`config.mk`:
```
export PLATFORM = sky130hd
export DESIGN_NAME = rename_map_table_mw
export DESIGN_NICKNAME = d
export VERILOG_FILES = /design/src/rtl/rename_map_table_mw.sv
export SDC_FILE = /design/constraint.sdc
export NUM_CORES = 2
export LEC_CHECK = 0
export CORE_AREA = 4 4 374 376
export DETAILED_ROUTE_END_ITERATION = 7
export DIE_AREA = 0 0 378 380
export MAX_ROUTING_LAYER = met4
export PLACE_DENSITY = 0.57
export SLEW_MARGIN = 20
export SYNTH_ARGS = -nofsm -noshare
export SYNTH_HDL_FRONTEND = slang
export SYNTH_SLANG_ARGS = --single-unit
```
`constraint.sdc`:
```
create_clock -name clk -period 40.9 [get_ports clk]
set_input_delay 8.18 -clock clk [delete_from_list [all_inputs] [get_ports clk]]
set_output_delay 8.18 -clock clk [all_outputs]
set_load 0.05 [all_outputs]
```
`src/rtl/rename_map_table_mw.sv`:
```
// Multi-lane rename map table with intra-group bypass and internal branch checkpoints.
// Optional RENAME_CKPT_STATS_EN adds the ckpt_count_o / ckpt_drop_cnt_o statistics outputs.
module rename_map_table_mw #(
  parameter int NUM_ARCH_REGS = 32,
  parameter int PHYS_REG_BITS = 7,
  parameter int WIDTH         = 2,
  parameter int NUM_CKPT      = 4,
  parameter int CKPT_BITS     = $clog2(NUM_CKPT),
  parameter int LANE_BITS     = (WIDTH > 1) ? $clog2(WIDTH) : 1
) (
  input  logic                             clk,
  input  logic                             rst,
  input  logic [WIDTH*5-1:0]               rs1_arch_i,
  input  logic [WIDTH*5-1:0]               rs2_arch_i,
  input  logic [WIDTH*5-1:0]               rd_arch_i,
  input  logic [WIDTH-1:0]                 wr_en_i,
  input  logic [WIDTH*PHYS_REG_BITS-1:0]   rd_phys_i,
  output logic [WIDTH*PHYS_REG_BITS-1:0]   rs1_phys_o,
  output logic [WIDTH*PHYS_REG_BITS-1:0]   rs2_phys_o,
  output logic [WIDTH*PHYS_REG_BITS-1:0]   rd_phys_old_o,
  input  logic                             ckpt_req_i,
  input  logic [LANE_BITS-1:0]             ckpt_lane_i,
  output logic                             ckpt_avail_o,
  output logic [CKPT_BITS-1:0]             ckpt_tag_o,
  input  logic                             restore_en_i,
  input  logic [CKPT_BITS-1:0]             restore_tag_i,
  input  logic [NUM_CKPT-1:0]              restore_free_mask_i,
  input  logic                             free_en_i,
  input  logic [CKPT_BITS-1:0]             free_tag_i,
`ifdef RENAME_CKPT_STATS_EN
  output logic [CKPT_BITS:0]               ckpt_count_o,
  output logic [15:0]                      ckpt_drop_cnt_o,
`endif
  output logic                             restore_err_o
);

  logic [PHYS_REG_BITS-1:0] map_q  [NUM_ARCH_REGS];
  logic [PHYS_REG_BITS-1:0] map_d  [NUM_ARCH_REGS];
  logic [PHYS_REG_BITS-1:0] snap_d [NUM_ARCH_REGS];
  logic [PHYS_REG_BITS-1:0] ckpt_map_q [NUM_CKPT][NUM_ARCH_REGS];
  logic [NUM_CKPT-1:0]      ckpt_valid_q, ckpt_valid_d;
  logic                     restore_err_q, restore_err_d;
  logic                     ckpt_take;
  logic                     restore_hit;

  // Sources see the youngest earlier lane writing the same register, else the table.
  always_comb begin
    rs1_phys_o    = '0;
    rs2_phys_o    = '0;
    rd_phys_old_o = '0;
    for (int i = 0; i < WIDTH; i++) begin
      logic [4:0] s1, s2, d;
      logic [PHYS_REG_BITS-1:0] p1, p2, pd;
      s1 = rs1_arch_i[5*i +: 5];
      s2 = rs2_arch_i[5*i +: 5];
      d  = rd_arch_i[5*i +: 5];
      p1 = map_q[s1];
      p2 = map_q[s2];
      pd = map_q[d];
      for (int j = 0; j < WIDTH; j++) begin
        if (j < i && wr_en_i[j]) begin
          if (rd_arch_i[5*j +: 5] == s1) p1 = rd_phys_i[PHYS_REG_BITS*j +: PHYS_REG_BITS];
          if (rd_arch_i[5*j +: 5] == s2) p2 = rd_phys_i[PHYS_REG_BITS*j +: PHYS_REG_BITS];
          if (rd_arch_i[5*j +: 5] == d)  pd = rd_phys_i[PHYS_REG_BITS*j +: PHYS_REG_BITS];
        end
      end
      if (s1 == 5'd0) p1 = '0;
      if (s2 == 5'd0) p2 = '0;
      if (d  == 5'd0) pd = '0;
      rs1_phys_o[PHYS_REG_BITS*i +: PHYS_REG_BITS]    = p1;
      rs2_phys_o[PHYS_REG_BITS*i +: PHYS_REG_BITS]    = p2;
      rd_phys_old_o[PHYS_REG_BITS*i +: PHYS_REG_BITS] = pd;
    end
  end

  always_comb begin
    ckpt_tag_o = '0;
    for (int k = NUM_CKPT - 1; k >= 0; k--) begin
      if (!ckpt_valid_q[k]) ckpt_tag_o = CKPT_BITS'(k);
    end
  end

  assign ckpt_avail_o = |(~ckpt_valid_q);
  assign restore_hit  = ckpt_valid_q[restore_tag_i];
  assign ckpt_take    = ckpt_req_i && ckpt_avail_o && !restore_en_i;

  // Lanes apply in order; the snapshot is captured right after the branch lane.
  always_comb begin
    for (int r = 0; r < NUM_ARCH_REGS; r++) begin
      map_d[r]  = map_q[r];
      snap_d[r] = map_q[r];
    end
    for (int i = 0; i < WIDTH; i++) begin
      if (wr_en_i[i] && rd_arch_i[5*i +: 5] != 5'd0)
        map_d[rd_arch_i[5*i +: 5]] = rd_phys_i[PHYS_REG_BITS*i +: PHYS_REG_BITS];
      if (LANE_BITS'(i) == ckpt_lane_i) begin
        for (int r = 0; r < NUM_ARCH_REGS; r++) snap_d[r] = map_d[r];
      end
    end
    if (restore_en_i) begin
      for (int r = 0; r < NUM_ARCH_REGS; r++)
        map_d[r] = restore_hit ? ckpt_map_q[restore_tag_i][r] : map_q[r];
    end
  end

  // Free is applied before the allocation so a new checkpoint is never lost to it.
  always_comb begin
    ckpt_valid_d = ckpt_valid_q;
    if (free_en_i) ckpt_valid_d[free_tag_i] = 1'b0;
    if (restore_en_i) begin
      ckpt_valid_d[restore_tag_i] = 1'b0;
      ckpt_valid_d = ckpt_valid_d & ~restore_free_mask_i;
    end else if (ckpt_take) begin
      ckpt_valid_d[ckpt_tag_o] = 1'b1;
    end
    restore_err_d = restore_en_i && !restore_hit;
  end

  always_ff @(posedge clk) begin
    if (rst) begin
      for (int r = 0; r < NUM_ARCH_REGS; r++) map_q[r] <= PHYS_REG_BITS'(r);
      ckpt_valid_q  <= '0;
      restore_err_q <= 1'b0;
    end else begin
      for (int r = 0; r < NUM_ARCH_REGS; r++) map_q[r] <= map_d[r];
      ckpt_valid_q  <= ckpt_valid_d;
      restore_err_q <= restore_err_d;
    end
  end

  always_ff @(posedge clk) begin
    if (ckpt_take) begin
      for (int r = 0; r < NUM_ARCH_REGS; r++) ckpt_map_q[ckpt_tag_o][r] <= snap_d[r];
    end
  end

  assign restore_err_o = restore_err_q;

`ifdef RENAME_CKPT_STATS_EN
  logic [15:0] drop_cnt_q, drop_cnt_d;

  always_comb begin
    ckpt_count_o = '0;
    for (int k = 0; k < NUM_CKPT; k++)
      ckpt_count_o = ckpt_count_o + (CKPT_BITS+1)'(ckpt_valid_q[k]);
    drop_cnt_d = drop_cnt_q;
    if (ckpt_req_i && !ckpt_avail_o && !restore_en_i && drop_cnt_q != 16'hFFFF)
      drop_cnt_d = drop_cnt_q + 16'd1;
  end

  always_ff @(posedge clk) begin
    if (rst) drop_cnt_q <= '0;
    else     drop_cnt_q <= drop_cnt_d;
  end

  assign ckpt_drop_cnt_o = drop_cnt_q;
`endif

endmodule

```
==> images/power_grid.png <==
Scale bar: 100 um. Pins as bars on the die edge.
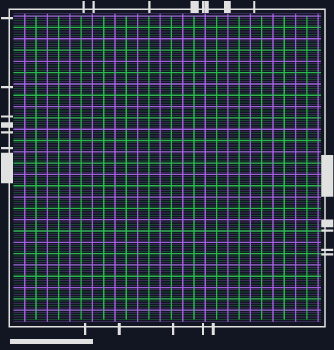
colour	net
green	VDD
purple	VSS
signal pins	106
met1 rails	137
rows	136
met5 straps	27
height of the chip: 380 um
worst-case vdd ir drop: 38.7 uV
die boundary width: 378 um
Std-Cell Core Area: 137,000 um^2

==> images/placement_by_type.png <==
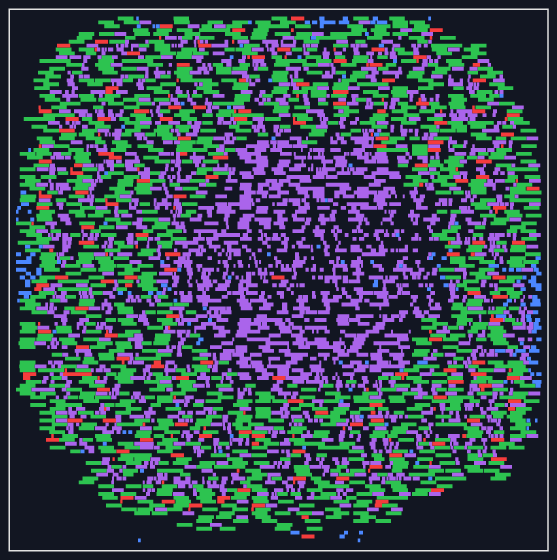
colour	class	cells	share of their area
blue	other buffers and delay cells	184	2.5%
red	clock drivers and dummy loads	227	6.1%
green	flops	1,125	48%
purple	combinational and other logic	2,741	43%
final core area utilization: 0.492
post-route cell area: 67,300 um^2
proportion of cell area occupied by registers: 0.468

==> impl_summary.log <==
[report] extracting results
INFO  metric layout.cells.non_filler = 6,089
INFO  metric worstPathArrival = 12.19 ns
INFO  metric grt.busiest_layer = met1
INFO  metric io_buffers = 105
INFO  metric post_synth_fa_ha_maj_area_fraction = 0
INFO  metric xor_area_frac = 0.00215
INFO  metric edf_count = 896
INFO  metric ys_top_cells_by_area = edfxtp_1 (44%), mux4_2 (19%), dfxtp_1 (7.5%)
INFO  metric finalMaxSlewViolations = 0
INFO  metric power_density = 42.2 nW/um^2
INFO  metric timing.reg2reg.worst_path_depth = 7
INFO  metric outcome = completed
INFO  metric worst_hold_startpoint = ckpt_valid_q[1]$_SDFF_PP0_
INFO  metric postSynthCellCount = 4,291
INFO  metric cts-htree-levels = 3
INFO  metric maxCapViolations = 0
INFO  metric crit_path_max_fanout = 18
INFO  metric yosys-stat-area = 61,100 um^2
INFO  metric log.warning_count = 45
INFO  metric design.final.nets = 4,232
INFO  metric timing.critical_path.depth = 7
INFO  metric cts_clk_pin_slew_worst_paths = 0.06 ns
INFO  metric cts_tree = yes
INFO  metric critical-path-top-delay-family = buffers and inverters
INFO  metric max_freq = 49.1 MHz
INFO  metric setup-violations-final = 0
INFO  metric io-pin-count = 106
INFO  metric syn_nets = 4,351
INFO  metric final_period_minus_worst_setup_slack = 20.37 ns
INFO  metric yosys.area.top_type_share = 0.440
INFO  metric area_delta_synth_final = 10.1%
INFO  metric chip_area = 144,000 um^2
INFO  metric hold_path.class = flop to flop
INFO  metric primary_flip_flop_cell_chosen_by_synthesis_mapping = edfxtp_1
INFO  metric power.leakage = 22.0 nW
INFO  metric top_cells_by_count = edfxtp_1 (896), mux4_2 (515), mux2i_1 (398)
INFO  metric distinct_lib_cells = 65
INFO  metric synth.area.mux_share = 0.296
INFO  metric rr_startpoint = ckpt_valid_q[3]$_SDFF_PP0_
INFO  metric slew-limit-headroom = 0.218
INFO  metric ctsRootBufferMaster = clkbuf_16
INFO  metric final.hold.worst_slack = 0.630 ns
INFO  metric wire_length_of_the_first_global_routing_pass = 309,000 um
INFO  metric avgSynthCellArea = 14.2 um^2
INFO  metric critical_path_cell_sequence = clkdlybuf4s50_1 > inv_1 > nor2_1 > a21oi_1 > a21oi_1 > o221a_2 > clkdlybuf4s50_1
INFO  metric dr_wl_met3 = 24,600 um
INFO  metric worstMarginPinSlew = 1.16 ns
INFO  metric cts.hold.buffers_added = 0
INFO  metric setup_total_negative_slack = 0 ns
INFO  metric drt_pass1_iterations = 6
INFO  metric cp-end-kind = output port
INFO  metric drt_iter0_drc = 5,373
INFO  metric cts.repair_timing.setup_buffer_count = 0
INFO  metric place.detailed.instances = 5,844
INFO  metric topRoutingLayerUsed = met4
INFO  metric grt_antenna_before_repair = 29
INFO  metric gp_routability_congestion = 0.968
INFO  metric layout-drive-gt1-share = 0.257
INFO  metric synth.cellmix.compoundShare = 0.0971
INFO  metric path_class = input port to output port
INFO  metric lay_top_cells = edfxtp_1 (896), mux4_2 (514), mux2i_1 (398), a211oi_1 (281), a21oi_1 (270)
INFO  metric place_worst_setup_slack = 20.79 ns
INFO  metric grtUsageMet3 = 0.0913
INFO  metric ys_ff = 1,125
INFO  metric grt_setup_unrepaired = false
INFO  metric max-clock-path-buffers = 3
INFO  metric min_delay_path_depth = 2
INFO  metric placedInstanceArea = 63,200 um^2
INFO  metric count_leader_synth = edfxtp_1
INFO  metric cp-endpoint = rd_phys_old_o[13]
INFO  metric detailroute.wirelength.met2 = 94,700 um
INFO  metric cp_slowest_cell = clkdlybuf4s50_1
INFO  metric yosys-dominant-comb-family = multiplexers
INFO  metric antenna_left = 0
INFO  metric hold_violations = 0
INFO  metric min_delay_worst_endpoint = ckpt_valid_q[1]$_SDFF_PP0_
INFO  metric number_of_sinks_handled_by_clock_tree_synthesis = 1,125
INFO  metric synth-async-reset-ratio = 0
INFO  metric placementRows = 136
INFO  metric slowest_delay = 1.17 ns
INFO  metric cp.buffers_inverters = 3
INFO  metric worst_setup_path_start_kind = input port
INFO  metric drt_drc_violations_left = 0
INFO  metric timing.critical_path.from = rd_arch_i[8]
INFO  metric yosys-stat-cells = 4,291
INFO  metric period_used_share = 0.498
INFO  metric cts-buffers-inserted = 120
INFO  metric synthesis.area = 61,100 um^2
INFO  metric place_hpwl = 135,000 um
INFO  metric total_power = 2.84 mW
INFO  metric ys_seq_frac = 0.515
INFO  metric m1WireLength = 91,200 um
INFO  metric critical_r2r_capture = map_q[30][0]$_SDFFE_PP0N_
INFO  metric fp-utilization = 0.447
INFO  metric layout_top_cell_excl_fill_tap = edfxtp_1
INFO  metric cp.required = 32.72 ns
INFO  metric setup_ws = 20.53 ns
INFO  metric grt_start_max_net_pins = 179
INFO  metric grt_use_met2 = 0.432
INFO  metric synth-simple-area-share = 0.0584
INFO  metric cts_resized = 0
INFO  metric reg2reg_setup_slack = 36.56 ns
INFO  metric aggregate_global_routing_overflow = 0
INFO  metric first_global_vias = 39,900
INFO  metric largest_area_cell = edfxtp_1
INFO  metric global_route.usage.met1 = 0.435
INFO  metric synth.yosys.warnings = 0
INFO  metric avgViaCountPerCell = 6.88
==> images/clk_routes.png <==
Scale bar: 100 um.
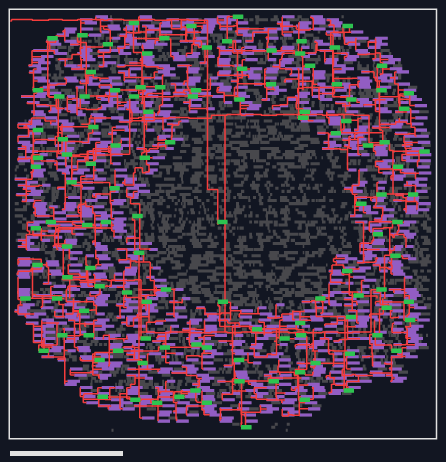
[red] clock wires | length: 14,100 um
[purple] flip-flops | count: 1,125
[green] clock drivers | count: 120
flops lie	spread over the die
routed clock nets	121
Clock Skew: 0.0531 ns
clock group total power: 1.10 mW
Insertion Delay late pin: 0.78 ns
part of the total power dissipated in the clock network: 0.387

==> images/wires.png <==
Scale bar: 100 um.
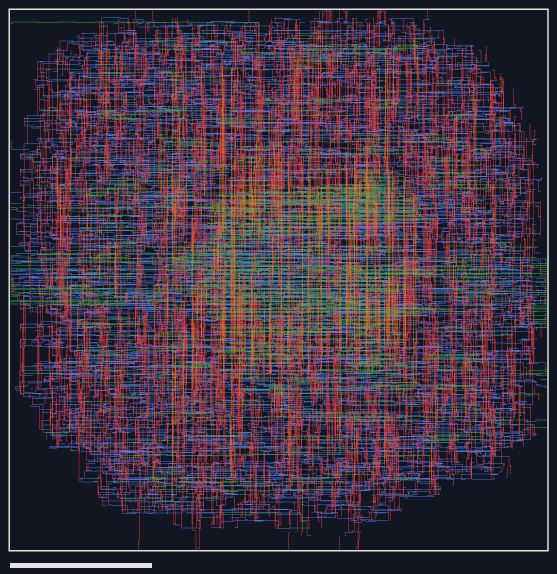
colour	layer	wire length
orange	metal 4	8,010 um
red	metal 2	94.7 mm
blue	metal 1	91.2 mm
green	metal 3	24.6 mm
average routed wire per standard cell: 35.9 um
All-Layer GR Usage: 0.309
Routed WL: 218,000 um
via count: 41,900

## flip-flops by register name, summed over array words and instances (netlist names)
register       flops
map_q            224
ckpt_map_q       896
restore_err_o      1
ckpt_valid_q       4
## final cells by class
| cell class | count | area [um^2] |
|---|---|---|
| multi-input cells | 2715 | 27800 |
| fillers | 11800 | 69500 |
| clock inverters | 66 | 703 |
| clock buffers | 161 | 3290 |
| diodes | 18 | 45.0 |
| well taps | 1794 | 2240 |
| repair buffers | 184 | 1630 |
| inverters | 26 | 110 |
| flip-flops and latches | 1125 | 31500 |
## power breakdown
part / internal [mW] / switching (mW) / total (mW)
Combinational: 0.159 / 0.239 / 0.398
Clock: 0.634 / 0.464 / 1.10
Sequential: 1.28 / 0.0656 / 1.34
Power and IR drop assume default switching activity.
